`src/rtl/mem_access_ctrl_pkg.sv`:
```
// LC-3b shared types for the memory-stage access sequencer: word/opcode types,
// opcode constants, sequencer state and lane mask, plus opcode classifiers.
package mem_access_ctrl_pkg;

    typedef logic [15:0] lc3b_word;
    typedef logic [3:0]  lc3b_opcode;
    typedef logic [1:0]  lc3b_mem_mask;

    typedef enum logic [1:0] {
        IDLE = 2'd0,
        PTR  = 2'd1,
        DATA = 2'd2
    } lc3b_mem_state;

    localparam lc3b_opcode op_br   = 4'b0000;
    localparam lc3b_opcode op_add  = 4'b0001;
    localparam lc3b_opcode op_ldb  = 4'b0010;
    localparam lc3b_opcode op_stb  = 4'b0011;
    localparam lc3b_opcode op_jsr  = 4'b0100;
    localparam lc3b_opcode op_and  = 4'b0101;
    localparam lc3b_opcode op_ldr  = 4'b0110;
    localparam lc3b_opcode op_str  = 4'b0111;
    localparam lc3b_opcode op_rti  = 4'b1000;
    localparam lc3b_opcode op_not  = 4'b1001;
    localparam lc3b_opcode op_ldi  = 4'b1010;
    localparam lc3b_opcode op_sti  = 4'b1011;
    localparam lc3b_opcode op_jmp  = 4'b1100;
    localparam lc3b_opcode op_shf  = 4'b1101;
    localparam lc3b_opcode op_lea  = 4'b1110;
    localparam lc3b_opcode op_trap = 4'b1111;

    function automatic logic is_mem_op(input lc3b_opcode op);
        case (op)
            op_ldr, op_ldb, op_ldi, op_str, op_stb, op_sti, op_trap: return 1'b1;
            default:                                                 return 1'b0;
        endcase
    endfunction

    function automatic logic is_indirect(input lc3b_opcode op);
        return (op == op_ldi) || (op == op_sti);
    endfunction

    function automatic logic is_store(input lc3b_opcode op);
        return (op == op_str) || (op == op_stb) || (op == op_sti);
    endfunction

    function automatic logic is_byte_op(input lc3b_opcode op);
        return (op == op_ldb) || (op == op_stb);
    endfunction

endpackage

```
`src/rtl/mem_access_ctrl_if.sv`:
```
// Memory-stage bundle: pipeline stage inputs, data-memory port and stall/load result.
interface mem_access_ctrl_if;
    import mem_access_ctrl_pkg::*;

    logic         valid_in;
    lc3b_opcode   opcode;
    lc3b_word     address_in;
    lc3b_word     wdata_in;
    logic         dmem_resp;
    lc3b_word     dmem_rdata;
    logic         dmem_read;
    logic         dmem_write;
    lc3b_word     dmem_address;
    lc3b_word     dmem_wdata;
    lc3b_mem_mask dmem_byte_enable;
    lc3b_word     mem_rdata;
    logic         mem_stall;

    // Environment side: pipeline latch and memory model
    modport master (
        output valid_in, opcode, address_in, wdata_in, dmem_resp, dmem_rdata,
        input  dmem_read, dmem_write, dmem_address, dmem_wdata, dmem_byte_enable,
        input  mem_rdata, mem_stall
    );

    // Sequencer side
    modport slave (
        input  valid_in, opcode, address_in, wdata_in, dmem_resp, dmem_rdata,
        output dmem_read, dmem_write, dmem_address, dmem_wdata, dmem_byte_enable,
        output mem_rdata, mem_stall
    );

endinterface

```
`src/rtl/mem_access_ctrl_byte_align.sv`:
```
// Byte-lane steering: store data replication and lane mask, LDB byte select
// with zero extension. Purely combinational.
module mem_byte_align
    import mem_access_ctrl_pkg::*;
(
    input  lc3b_opcode   i_st_op,
    input  logic         i_st_addr0,
    input  lc3b_word     i_wdata,
    input  lc3b_opcode   i_ld_op,
    input  logic         i_ld_addr0,
    input  lc3b_word     i_rdata,
    output lc3b_word     o_wdata,
    output lc3b_mem_mask o_mask,
    output lc3b_word     o_rdata
);

    // Store data and lane selection
    always_comb begin
        o_wdata = i_wdata;
        o_mask  = 2'b00;
        case (i_st_op)
            op_stb: begin
                o_wdata = {i_wdata[7:0], i_wdata[7:0]};
                o_mask  = i_st_addr0 ? 2'b10 : 2'b01;
            end
            op_str, op_sti: begin
                o_wdata = i_wdata;
                o_mask  = 2'b11;
            end
            default: begin
                o_wdata = i_wdata;
                o_mask  = 2'b00;
            end
        endcase
    end

    // Load result: byte loads pick the addressed lane and zero-extend
    always_comb begin
        o_rdata = i_rdata;
        case (i_ld_op)
            op_ldb: begin
                if (i_ld_addr0) begin
                    o_rdata = {8'h00, i_rdata[15:8]};
                end else begin
                    o_rdata = {8'h00, i_rdata[7:0]};
                end
            end
            default: o_rdata = i_rdata;
        endcase
    end

endmodule

```
`src/rtl/mem_access_ctrl.sv`:
```
// LC-3b memory-stage access sequencer: one data access for LDR/LDB/STR/STB/TRAP,
// pointer read then data access for LDI/STI, stalling the pipe until completion.
module mem_access_ctrl
    import mem_access_ctrl_pkg::*;
(
    input  logic               clk,
    input  logic               reset_n,
    mem_access_ctrl_if.slave   bus
);

    lc3b_mem_state r_state;
    lc3b_word      r_ptr_q;
    lc3b_opcode    r_op;
    logic          r_read;
    logic          r_write;
    lc3b_word      r_address;
    lc3b_word      r_wdata;
    lc3b_mem_mask  r_byte_enable;

    logic          w_mem_op;
    logic          w_done;
    lc3b_word      w_wdata_aligned;
    lc3b_mem_mask  w_mask;
    lc3b_word      w_rdata_aligned;

    assign w_mem_op = bus.valid_in & is_mem_op(bus.opcode);
    assign w_done   = (r_state == DATA) & bus.dmem_resp;

    // Store steering uses the live stage latch; load select uses the captured op
    // and the registered address, whose bit 0 is kept for byte ops.
    mem_byte_align u_align (
        .i_st_op    (bus.opcode),
        .i_st_addr0 (bus.address_in[0]),
        .i_wdata    (bus.wdata_in),
        .i_ld_op    (r_op),
        .i_ld_addr0 (r_address[0]),
        .i_rdata    (bus.dmem_rdata),
        .o_wdata    (w_wdata_aligned),
        .o_mask     (w_mask),
        .o_rdata    (w_rdata_aligned)
    );

    // Sequencer FSM with registered request outputs
    always_ff @(posedge clk or negedge reset_n) begin
        if (!reset_n) begin
            r_state       <= IDLE;
            r_ptr_q       <= 16'h0000;
            r_op          <= 4'b0000;
            r_read        <= 1'b0;
            r_write       <= 1'b0;
            r_address     <= 16'h0000;
            r_wdata       <= 16'h0000;
            r_byte_enable <= 2'b00;
        end else begin
            case (r_state)
                IDLE: begin
                    if (w_mem_op) begin
                        r_op    <= bus.opcode;
                        r_wdata <= w_wdata_aligned;
                        if (is_indirect(bus.opcode)) begin
                            r_state       <= PTR;
                            r_read        <= 1'b1;
                            r_write       <= 1'b0;
                            r_address     <= {bus.address_in[15:1], 1'b0};
                            r_byte_enable <= 2'b00;
                        end else begin
                            r_state       <= DATA;
                            r_read        <= ~is_store(bus.opcode);
                            r_write       <= is_store(bus.opcode);
                            r_address     <= is_byte_op(bus.opcode) ? bus.address_in
                                                                    : {bus.address_in[15:1], 1'b0};
                            r_byte_enable <= w_mask;
                        end
                    end else begin
                        r_state       <= IDLE;
                        r_read        <= 1'b0;
                        r_write       <= 1'b0;
                        r_byte_enable <= 2'b00;
                    end
                end
                PTR: begin
                    if (bus.dmem_resp) begin
                        r_ptr_q   <= bus.dmem_rdata;
                        r_state   <= DATA;
                        r_address <= {bus.dmem_rdata[15:1], 1'b0};
                        if (r_op == op_sti) begin
                            r_read        <= 1'b0;
                            r_write       <= 1'b1;
                            r_byte_enable <= 2'b11;
                        end else begin
                            r_read        <= 1'b1;
                            r_write       <= 1'b0;
                            r_byte_enable <= 2'b00;
                        end
                    end else begin
                        r_state <= PTR;
                    end
                end
                DATA: begin
                    if (bus.dmem_resp) begin
                        r_state       <= IDLE;
                        r_read        <= 1'b0;
                        r_write       <= 1'b0;
                        r_byte_enable <= 2'b00;
                    end else begin
                        r_state <= DATA;
                    end
                end
                default: begin
                    r_state       <= IDLE;
                    r_read        <= 1'b0;
                    r_write       <= 1'b0;
                    r_byte_enable <= 2'b00;
                end
            endcase
        end
    end

    assign bus.dmem_read        = r_read;
    assign bus.dmem_write       = r_write;
    assign bus.dmem_address     = r_address;
    assign bus.dmem_wdata       = r_wdata;
    assign bus.dmem_byte_enable = r_byte_enable;
    assign bus.mem_rdata        = w_rdata_aligned;
    // Gated by reset so an abandoned access never leaves the pipe frozen
    assign bus.mem_stall        = reset_n & w_mem_op & ~w_done;

endmodule

```
`src/flat_wrapper.sv`:
```
// flat-port wrapper written by rule: the top's interface ports become plain ports
module mem_access_ctrl_flat import mem_access_ctrl_pkg::*;
  (clk, reset_n, bus_valid_in, bus_opcode, bus_address_in, bus_wdata_in, bus_dmem_resp, bus_dmem_rdata, bus_dmem_read, bus_dmem_write, bus_dmem_address, bus_dmem_wdata, bus_dmem_byte_enable, bus_mem_rdata, bus_mem_stall);
  mem_access_ctrl_if bus_i ();
  input  logic clk;
  input  logic reset_n;
  input wire logic [$bits(bus_i.valid_in)-1:0] bus_valid_in;
  input wire logic [$bits(bus_i.opcode)-1:0] bus_opcode;
  input wire logic [$bits(bus_i.address_in)-1:0] bus_address_in;
  input wire logic [$bits(bus_i.wdata_in)-1:0] bus_wdata_in;
  input wire logic [$bits(bus_i.dmem_resp)-1:0] bus_dmem_resp;
  input wire logic [$bits(bus_i.dmem_rdata)-1:0] bus_dmem_rdata;
  output wire logic [$bits(bus_i.dmem_read)-1:0] bus_dmem_read;
  output wire logic [$bits(bus_i.dmem_write)-1:0] bus_dmem_write;
  output wire logic [$bits(bus_i.dmem_address)-1:0] bus_dmem_address;
  output wire logic [$bits(bus_i.dmem_wdata)-1:0] bus_dmem_wdata;
  output wire logic [$bits(bus_i.dmem_byte_enable)-1:0] bus_dmem_byte_enable;
  output wire logic [$bits(bus_i.mem_rdata)-1:0] bus_mem_rdata;
  output wire logic [$bits(bus_i.mem_stall)-1:0] bus_mem_stall;
  assign bus_i.valid_in = bus_valid_in;
  assign bus_i.opcode = bus_opcode;
  assign bus_i.address_in = bus_address_in;
  assign bus_i.wdata_in = bus_wdata_in;
  assign bus_i.dmem_resp = bus_dmem_resp;
  assign bus_i.dmem_rdata = bus_dmem_rdata;
  assign bus_dmem_read = bus_i.dmem_read;
  assign bus_dmem_write = bus_i.dmem_write;
  assign bus_dmem_address = bus_i.dmem_address;
  assign bus_dmem_wdata = bus_i.dmem_wdata;
  assign bus_dmem_byte_enable = bus_i.dmem_byte_enable;
  assign bus_mem_rdata = bus_i.mem_rdata;
  assign bus_mem_stall = bus_i.mem_stall;
  mem_access_ctrl u_core (.clk(clk), .reset_n(reset_n), .bus(bus_i));
endmodule
```
`config.mk`:
```
export PLATFORM = sky130hd
export DESIGN_NAME = mem_access_ctrl_flat
export DESIGN_NICKNAME = d
export VERILOG_FILES = /design/src/rtl/mem_access_ctrl_pkg.sv /design/src/rtl/mem_access_ctrl_if.sv /design/src/rtl/mem_access_ctrl_byte_align.sv /design/src/rtl/mem_access_ctrl.sv /design/src/flat_wrapper.sv
export SDC_FILE = /design/constraint.sdc
export NUM_CORES = 1
export LEC_CHECK = 0
export CAP_MARGIN = 25
export CORE_UTILIZATION = 45
export CTS_BUF_LIST = sky130_fd_sc_hd__clkbuf_4
export CTS_CLUSTER_DIAMETER = 120
export DETAILED_ROUTE_END_ITERATION = 10
export PLACE_DENSITY = 0.87
export SLEW_MARGIN = 20
export SYNTH_ARGS = -nofsm -noshare
export SYNTH_HDL_FRONTEND = slang
export SYNTH_SLANG_ARGS = --single-unit
```
`constraint.sdc`:
```
create_clock -name clk -period 2.8 [get_ports clk]
set_clock_uncertainty 0.05 [all_clocks]
set_input_delay 0.42 -clock clk [delete_from_list [all_inputs] [get_ports clk]]
set_output_delay 0.42 -clock clk [all_outputs]
set_load 0.005 [all_outputs]
```
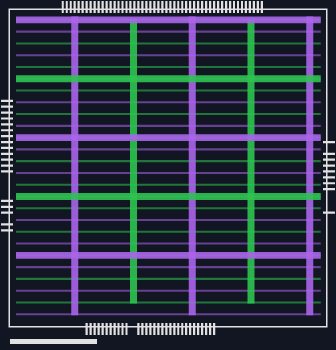
Fig. 1. PDN straps and rails (run 1).
Bar = 20 µm. Pins as bars on the die edge.
Key: VSS = purple; VDD = green
5 straps on met4. 5 straps on met5. 26 met1 rails follow the rows.

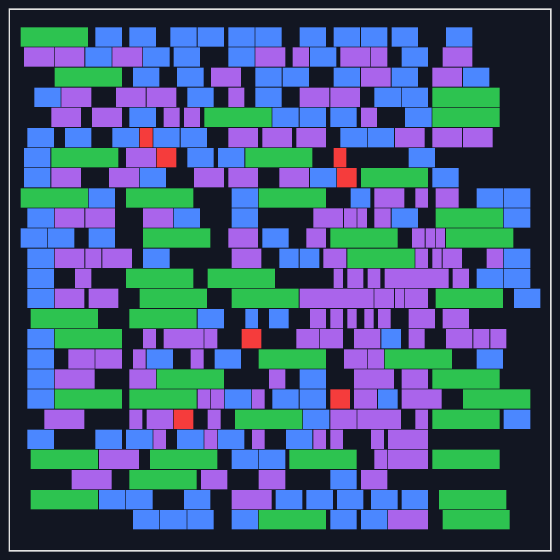
Fig. 2. Cells coloured by class (run 1).
Key: sequential cells = green [cells 42]; combinational and other logic = purple [cells 126]; remaining buffers and delay cells = blue [cells 114]; clock drivers and dummy loads = red [cells 7]

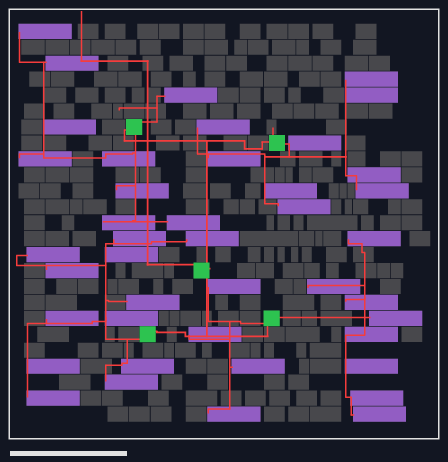
Fig. 3. Clock wires, drivers and flops (run 1).
Bar = 20 µm.
Key: clock drivers = green [count 5]; flip-flops = purple [count 42]; clock wires = red [length 528 µm]
There are 6 routed clock nets. Position of the flops: widely spread.
clk latency late pin: 360 ps
Clk. pwr: 287 µW
Clock Power Share: 11.0%

==> Slide: Implementation Results, run 1 <==
Flow Results at a Glance

Final timing
  • Fin. Hold Viols: 0
  • Setup TNS Final: 0 ps
  • Max Transition Viols Final: 0
  • Hold Slack: ~94 ps
  • Setup WS post-layout: 188.4 ps
  • Rel. slew slack: 64.44%
  • Crit path time final: 2612 ps

Clock network
  • CTS sink count: 42
  • Htree depth: 2
  • Root cell of the clock tree: clkbuf_4
  • Post-CTS Setup Bufs: 0
  • Clk slew on worst S/H paths: 130 ps
  • Worst-case clock buffer depth: 2
  • Hold_buf cts: 0

Critical path
  • RR Startpoint: u_core.r_state[0]
  • Register-to-Register Path Depth: 3
  • Crit path depth: 4
  • R2R setup slack: 1090 ps
  • Critical path origin: u_core.r_op[0]
  • CP cell instances: nor4b_4 > nand2_2 > mux2_2 > clkdlybuf4s50_1
  • Critical path buffer and inverter count: 1
  • Crit-path max cell delay: 510 ps
  • Critical-path top delay cell: clkdlybuf4s50_1
  • Worst setup path endpoint: bus_mem_rdata[5]
  • Worst path arrival time: approximately 2100 ps

Drt
  • ANT nets after route: 0
  • DR WL met3: 233 µm
  • Metal-1 WL: 2.457 mm
  • Wire per inst: roughly 17 µm
  • Drt pass-1 iters: 4
  • Met2 WL: 3.058 mm
  • Drt first-iter violations: 97

Synth
  • Syn Std Cell Area: 0.002268 mm²
  • Adder Share, Synth: 0%
  • Cell taking the most area after synthesis: dfrtp_1
  • Post-synth EDFFs: 0
  • Top-area cell share: 46.33%
  • Most numerous cell in the Yosys netlist: dfrtp_1
  • Main synth FF type: dfrtp_1
  • Yosys Chip Area: 0.002268 mm²
  • Ys Warns: 0
  • Synth logic family: multiplexers
  • Cell Type Count: 36

Finish
  • Non-CTS inverters: 2
  • N_diodes: 0
  • Clkbuf count: 5
  • Signal buf overhead: 32.48%
  • Flop share of the area: 30.45%
  • Cell type taking the most area: combinational gates
  • Util after Layout: between 70 and 80%
  • Comb area share: 33.06%
  • Layout area overhead: 52.18%
  • Final Instance Area: 0.003452 mm²
  • Comb area: 0.001141 mm²
  • Flip-flops: 42
  • Final net count: 345
  • Mi-comb count: 124
  • Layout Cells excl Fill: 356
  • FF/Latch Area: 0.001051 mm²
  • Proportion of layout cells with a drive suffix above 1: 24.57%

Floorplan
  • Tapcells: 67
  • Die W: ~73 µm
  • Fp_density: between 40% and 50%
  • Cell Rows: 25
  • Core Area: 0.004786 mm²

Placed design
  • Setup WS pre-CTS: 394.7 ps
  • Placed insts: 349
  • Detail Placement HPWL: approximately 4.5 mm
  • Port buffer count: 108
  • Dpl cell area: 0.003405 mm²

GRT
  • Met3 Usage GRT: 4.972%
  • Met1 Resource Use GR: 29.82%
  • Global Route Usage Sum: 23.02%
  • First-pass GRT wire length: slightly above 9 mm
  • Largest net degree at the start of global routing: 43

Power
  • Flop pwr share: 40.3%
  • Comb power: about 1.3 mW
  • Pint: 1.834 mW
  • Comb pwr share: 48.7%

Outcome
  • Status: completed

Worst hold path
  • Hold Path Class: primary input to asynchronous set/reset pin

Job
  • Tool Warnings: 26
==> run 1: placed cells by master (no fill, tap or decap), types with 2 or more instances in the layout <==
cell             netlist  final
mux2_4                11     11
nand2_1                3      3
clkinv_2               0      2
mux2_2                39     39
and3_1                 2      2
a221o_1                2      2
nor2_1                 3      3
o21ai_0               19     19
nor3_1                 2      2
and3b_1                3      3
buf_4                  1      6
a21oi_1                2      2
clkbuf_4               0      5
inv_1                  2      2
nor2b_1                9      9
nand2b_1               4      4
dfrtp_1               42     42
clkdlybuf4s50_1        0    107
mux2i_1                8      8
==> run 1: kinds of logic (layout without fill, tap and decap cells) <==
logic type      count (synthesis)  after routing
mux                            58             58
compound gates                 28             28
simple gates                   38             38
buf+inv                        12            123
flops                          42             42
==> run 2, diff against run 1 <==
--- a/config.mk
+++ b/config.mk
@@ -10,6 +10,7 @@
 export CTS_BUF_LIST = sky130_fd_sc_hd__clkbuf_4
 export CTS_CLUSTER_DIAMETER = 120
 export DETAILED_ROUTE_END_ITERATION = 10
+export GPL_TIMING_DRIVEN = 1
 export PLACE_DENSITY = 0.87
 export SLEW_MARGIN = 20
 export SYNTH_ARGS = -nofsm -noshare
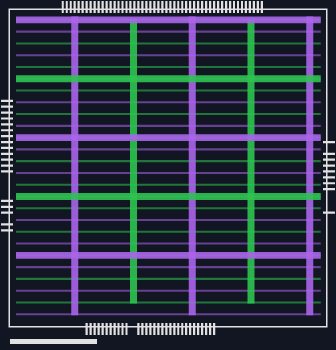
Fig. 4. PDN straps and rails (run 2).
Bar = 20 µm. Pins as bars on the die edge.
Key: VSS = purple; VDD = green
5 straps on met4. 109 signal pins sit on the boundary.

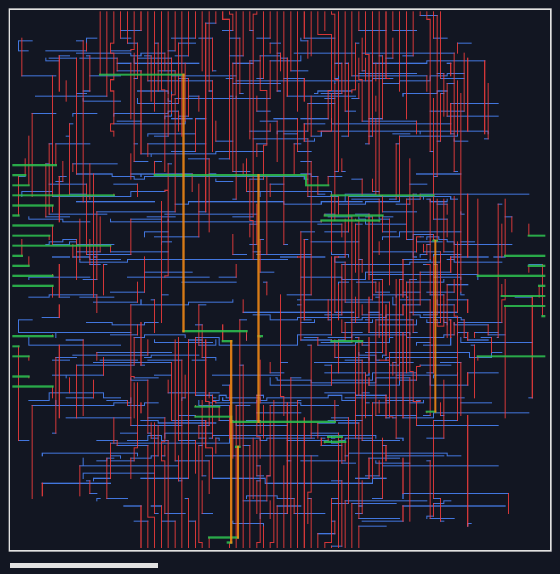
Fig. 5. Metal layers overlaid (run 2).
Bar = 20 µm.
Key: metal 4 = orange [wire length 131 µm]; metal 1 = blue [wire length 2460 µm]; metal 3 = green [wire length 233 µm]; metal 2 = red [wire length 3060 µm]
Vias: 1840
Post-Route WL: 5.879 mm
wire per inst: 16.51 µm
Global Route Usage Sum: 23.02%

==> Slide: Implementation Results, run 2 <==
Flow Results at a Glance

Outcome
  • Status: completed

Clock network
  • Root cell of the clock tree: clkbuf_4
  • Hold_buf cts: 0
  • Htree depth: 2
  • CTS sink count: 42
  • Post-CTS Setup Bufs: 0
  • Clk slew on worst S/H paths: 130 ps
  • Clk latency late pin: 360 ps
  • Worst-case clock buffer depth: 2

Drt
  • Drt first-iter violations: 97
  • ANT nets after route: 0
  • Drt pass-1 iters: 4

Critical path
  • Crit-path max cell delay: 510 ps
  • Critical path buffer and inverter count: 1
  • CP endpoint kind: primary output
  • CP cell instances: nor4b_4 > nand2_2 > mux2_2 > clkdlybuf4s50_1
  • Critical-path top delay cell: clkdlybuf4s50_1
  • Worst path arrival time: 2140 ps
  • Critical path origin: u_core.r_op[0]
  • RR Startpoint: u_core.r_state[0]

Final timing
  • Hold Slack: 93.96 ps
  • Max Transition Viols Final: 0
  • Rel. slew slack: between 60% and 70%
  • Setup WS post-layout: 188.4 ps
  • Fin. Hold Viols: 0
  • Setup TNS Final: 0 ps
  • Crit path time final: between 2000 and 3000 ps
  • RSZ-0062 raised after global routing: false

Finish
  • Commonest Layout Cell: clkdlybuf4s50_1
  • Flip-flops: approximately 42
  • Final net count: between 300 and 400
  • Layout Cells excl Fill: 356
  • Comb area share: roughly 33%
  • Signal buf overhead: 32.48%
  • Clkbuf count: 5
  • Non-CTS inverters: 2
  • Final Instance Area: 0.003452 mm²
  • Most frequent logic cells in the routed design: clkdlybuf4s50_1, dfrtp_1, mux2_2
  • Non-clk bufs: 114
  • Layout area overhead: 52.18%
  • Cell type taking the most area: combinational gates
  • Proportion of layout cells with a drive suffix above 1: 24.57%
  • Comb area: 0.001141 mm²
  • N_diodes: 0
  • FF/Latch Area: ~0.0011 mm²
  • Flop share of the area: 30.45%
  • Util after Layout: between 70% and 80%
  • Mi-comb count: 124

Synth
  • Syn Std Cell Area: roughly 0.0023 mm²
  • Post-synth EDFFs: 0
  • Flops after synth: 42
  • Yosys Chip Area: roughly 0.0023 mm²
  • AO/OA Area Share: around 7.4%
  • Synth logic family: multiplexers
  • Main synth FF type: dfrtp_1
  • Cell Type Count: 36
  • Adder Share, Synth: 0%
  • Mux share: 30.17%
  • Most numerous cell in the Yosys netlist: dfrtp_1
  • Top-area cell share: 46.33%
  • Ys Warns: 0
  • Cell taking the most area after synthesis: dfrtp_1
  • Synth Seq Share: 46.33%

Placed design
  • Dpl cell area: 0.003405 mm²
  • Setup WS pre-CTS: 394.7 ps
  • Placed insts: 349
  • Placer Congestion: about 0.8
  • Port buffer count: 108
  • Detail Placement HPWL: about 4.5 mm

Floorplan
  • Die W: 73 µm
  • Fp_density: a little under half
  • Tapcells: roughly 67
  • Core Area: about 0.0048 mm²
  • Cell Rows: 25

Job
  • Tool Warnings: 26

Power
  • Worst vdd ir: around 420 µV
  • Flop pwr share: 40.3%
  • LEAKAGE: 1.436 nW
  • P_sw: 766.3 µW
  • Clock Power Share: 11.0%
  • Clk. pwr: 287 µW
  • Comb power: around 1.3 mW
  • Pint: about 1.8 mW
  • Comb pwr share: 48.7%

GRT
  • First-pass GRT wire length: between 9 and 10 mm
  • Vias in the first global route: 1870
  • Largest net degree at the start of global routing: 43

Worst hold path
  • Hold Path Class: primary input to asynchronous set/reset pin
-- run 2: cell counts in the layout (fill, tap and decap cells not counted) --
Identical to the previous run, type by type.
-- run 2: routing by layer --
metal | routed length, µm | GRT usage [%]
met5 | 0 | 0
met4 | 130 | 9.368
met3 | 233 | 4.972
met2 | 3058 | 37.35
met1 | 2457 | 29.82
-- run 2: worst paths after layout --
kind	end	slack (ps)	cells after the start
setup / recovery	bus_mem_rdata[5]	190	4
hold / removal	u_core.bus.dmem_wdata[11]	90	2
setup reg to reg	u_core.bus.dmem_wdata[4]	1090	3
hold reg to reg	u_core.bus.dmem_address[2]	470	1
max in group asynchronous	u_core.bus.dmem_address[8]	2240	2
min in group clk	u_core.bus.dmem_address[2]	470	1
Fig. 6: run 2, clock nets
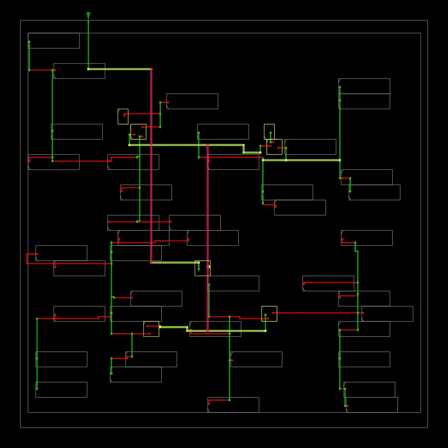

==> run 3, diff against run 2 <==
==> constraint.sdc (replaced) <==
create_clock -name clk -period 3.2 [get_ports clk]
set_clock_uncertainty 0.05 [all_clocks]
set_input_delay 0.48 -clock clk [delete_from_list [all_inputs] [get_ports clk]]
set_output_delay 0.48 -clock clk [all_outputs]
set_load 0.01 [all_outputs]
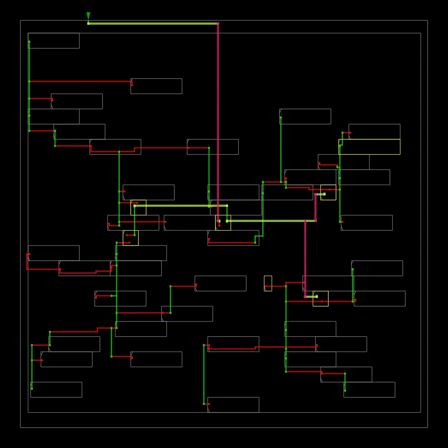
Fig. 7. Clock nets (run 3).
clk latency late pin: 330 ps
Num CTS Buffers: 5

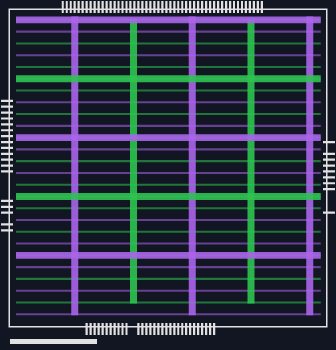
Fig. 8. PDN straps and rails (run 3).
Bar = 20 µm. Pins as bars on the die edge.
Key: VSS = purple; VDD = green
26 met1 rails follow the rows. 5 straps on met4. 109 signal pins sit on the boundary. The core has 25 rows.

==> Slide: Implementation Results, run 3 <==
Flow Results at a Glance

Floorplan
  • Tapcells: approximately 67
  • Cell Rows: 25
  • Fp_density: 47.40%
  • Core Area: 0.004786 mm²
  • Die W: 73 µm

Final timing
  • Setup WS post-layout: 384.5 ps
  • Rel. slew slack: 64.92%
  • Crit path time final: 2816 ps
  • RSZ-0062 raised after global routing: false
  • Max Transition Viols Final: 0
  • Hold Slack: 163.8 ps
  • Setup TNS Final: 0 ps

Drt
  • Met2 WL: just over 3 mm
  • Vias: 1821
  • Wire per inst: around 16 µm
  • Metal-1 WL: roughly 2.5 mm
  • Top routing layer used: met4
  • Drt pass-1 iters: 4
  • Drt first-iter violations: around 140
  • Post-Route WL: 5.788 mm

Finish
  • Commonest Layout Cell: clkdlybuf4s50_1
  • Util after Layout: 72.63%
  • Layout area overhead: 53.23%
  • Flip-flops: about 42
  • Flop share of the area: 30.24%
  • Most frequent logic cells in the routed design: clkdlybuf4s50_1, dfrtp_1, mux2_2
  • Clkbuf count: 5
  • Cell type taking the most area: combinational gates
  • Layout Cells excl Fill: 356
  • Mi-comb count: 124
  • Comb area share: 32.83%
  • Final Instance Area: 0.003476 mm²
  • Proportion of layout cells with a drive suffix above 1: ~24%
  • FF/Latch Area: 0.001051 mm²
  • Non-CTS inverters: 2
  • Signal buf overhead: 32.25%
  • Final net count: about 350

Synth
  • Post-synth EDFFs: 0
  • Most numerous cell in the Yosys netlist: dfrtp_1
  • AO/OA Area Share: 7.391%
  • Ys Warns: 0
  • Flops after synth: 42
  • Main synth FF type: dfrtp_1
  • Cell Type Count: 36
  • Synth Seq Share: 46.33%
  • Adder Share, Synth: 0%

Power
  • Comb pwr share: between 40% and 50%
  • Worst vdd ir: a little under 400 µV
  • LEAKAGE: 1.443 nW
  • Comb power: between 1 and 1.5 mW
  • Clk. pwr: 324 µW
  • Flop pwr share: 37.2%
  • Clock Power Share: between 10% and 20%

Critical path
  • Critical path origin: u_core.r_op[0]
  • Worst path arrival time: 2290 ps
  • Crit-path max cell delay: 560 ps
  • Critical-path top delay cell: clkdlybuf4s50_1
  • CP cell instances: nor4b_4 > buf_4 > nand2_2 > mux2_2 > clkdlybuf4s50_1
  • RR Startpoint: u_core.r_state[0]

GRT
  • Met1 Resource Use GR: 30.56%
  • GR peak layer: met2
  • First-pass GRT wire length: between 9 and 10 mm
  • Global Route Usage Sum: ~23%
  • Largest net degree at the start of global routing: about 43
  • Vias in the first global route: 1906

Worst hold path
  • Hold Path Class: primary input to asynchronous set/reset pin

Outcome
  • Status: completed

Clock network
  • CTS sink count: ~42
  • Clk slew on worst S/H paths: 130 ps
  • Worst-case clock buffer depth: 2
  • Post-CTS Setup Bufs: 0
  • Root cell of the clock tree: clkbuf_4
  • Htree depth: 2

Placed design
  • Setup WS pre-CTS: 651.3 ps
  • Detail Placement HPWL: 4.393 mm
  • Placer Congestion: 0.7720
  • Placed insts: 349

Job
  • Tool Warnings: 26
==> run 3: cell counts after synthesis <==
Identical to the previous run, type by type.
==> run 3: logic make-up after synthesis <==
family / count (synthesis)
flip-flops: 42
AND/OR/NAND/NOR: 38
multiplexers: 58
AND-OR/OR-AND: 28
buffers and inverters: 12
==> run 3: path summary, 6_finish.rpt <==
check,cells past startpoint,to,slack (ps)
worst max-delay path,5,bus_mem_rdata[5],380
worst min-delay path,2,u_core.bus.dmem_address[0],160
worst max register to register,5,u_core.bus.dmem_address[7],1370
worst min register to register,1,u_core.r_op[1],450
max in group asynchronous,2,u_core.bus.dmem_byte_enable[0],2570
min in group clk,1,u_core.r_op[1],450
Power figures rest on the tool's default switching activity, not on a simulated workload.
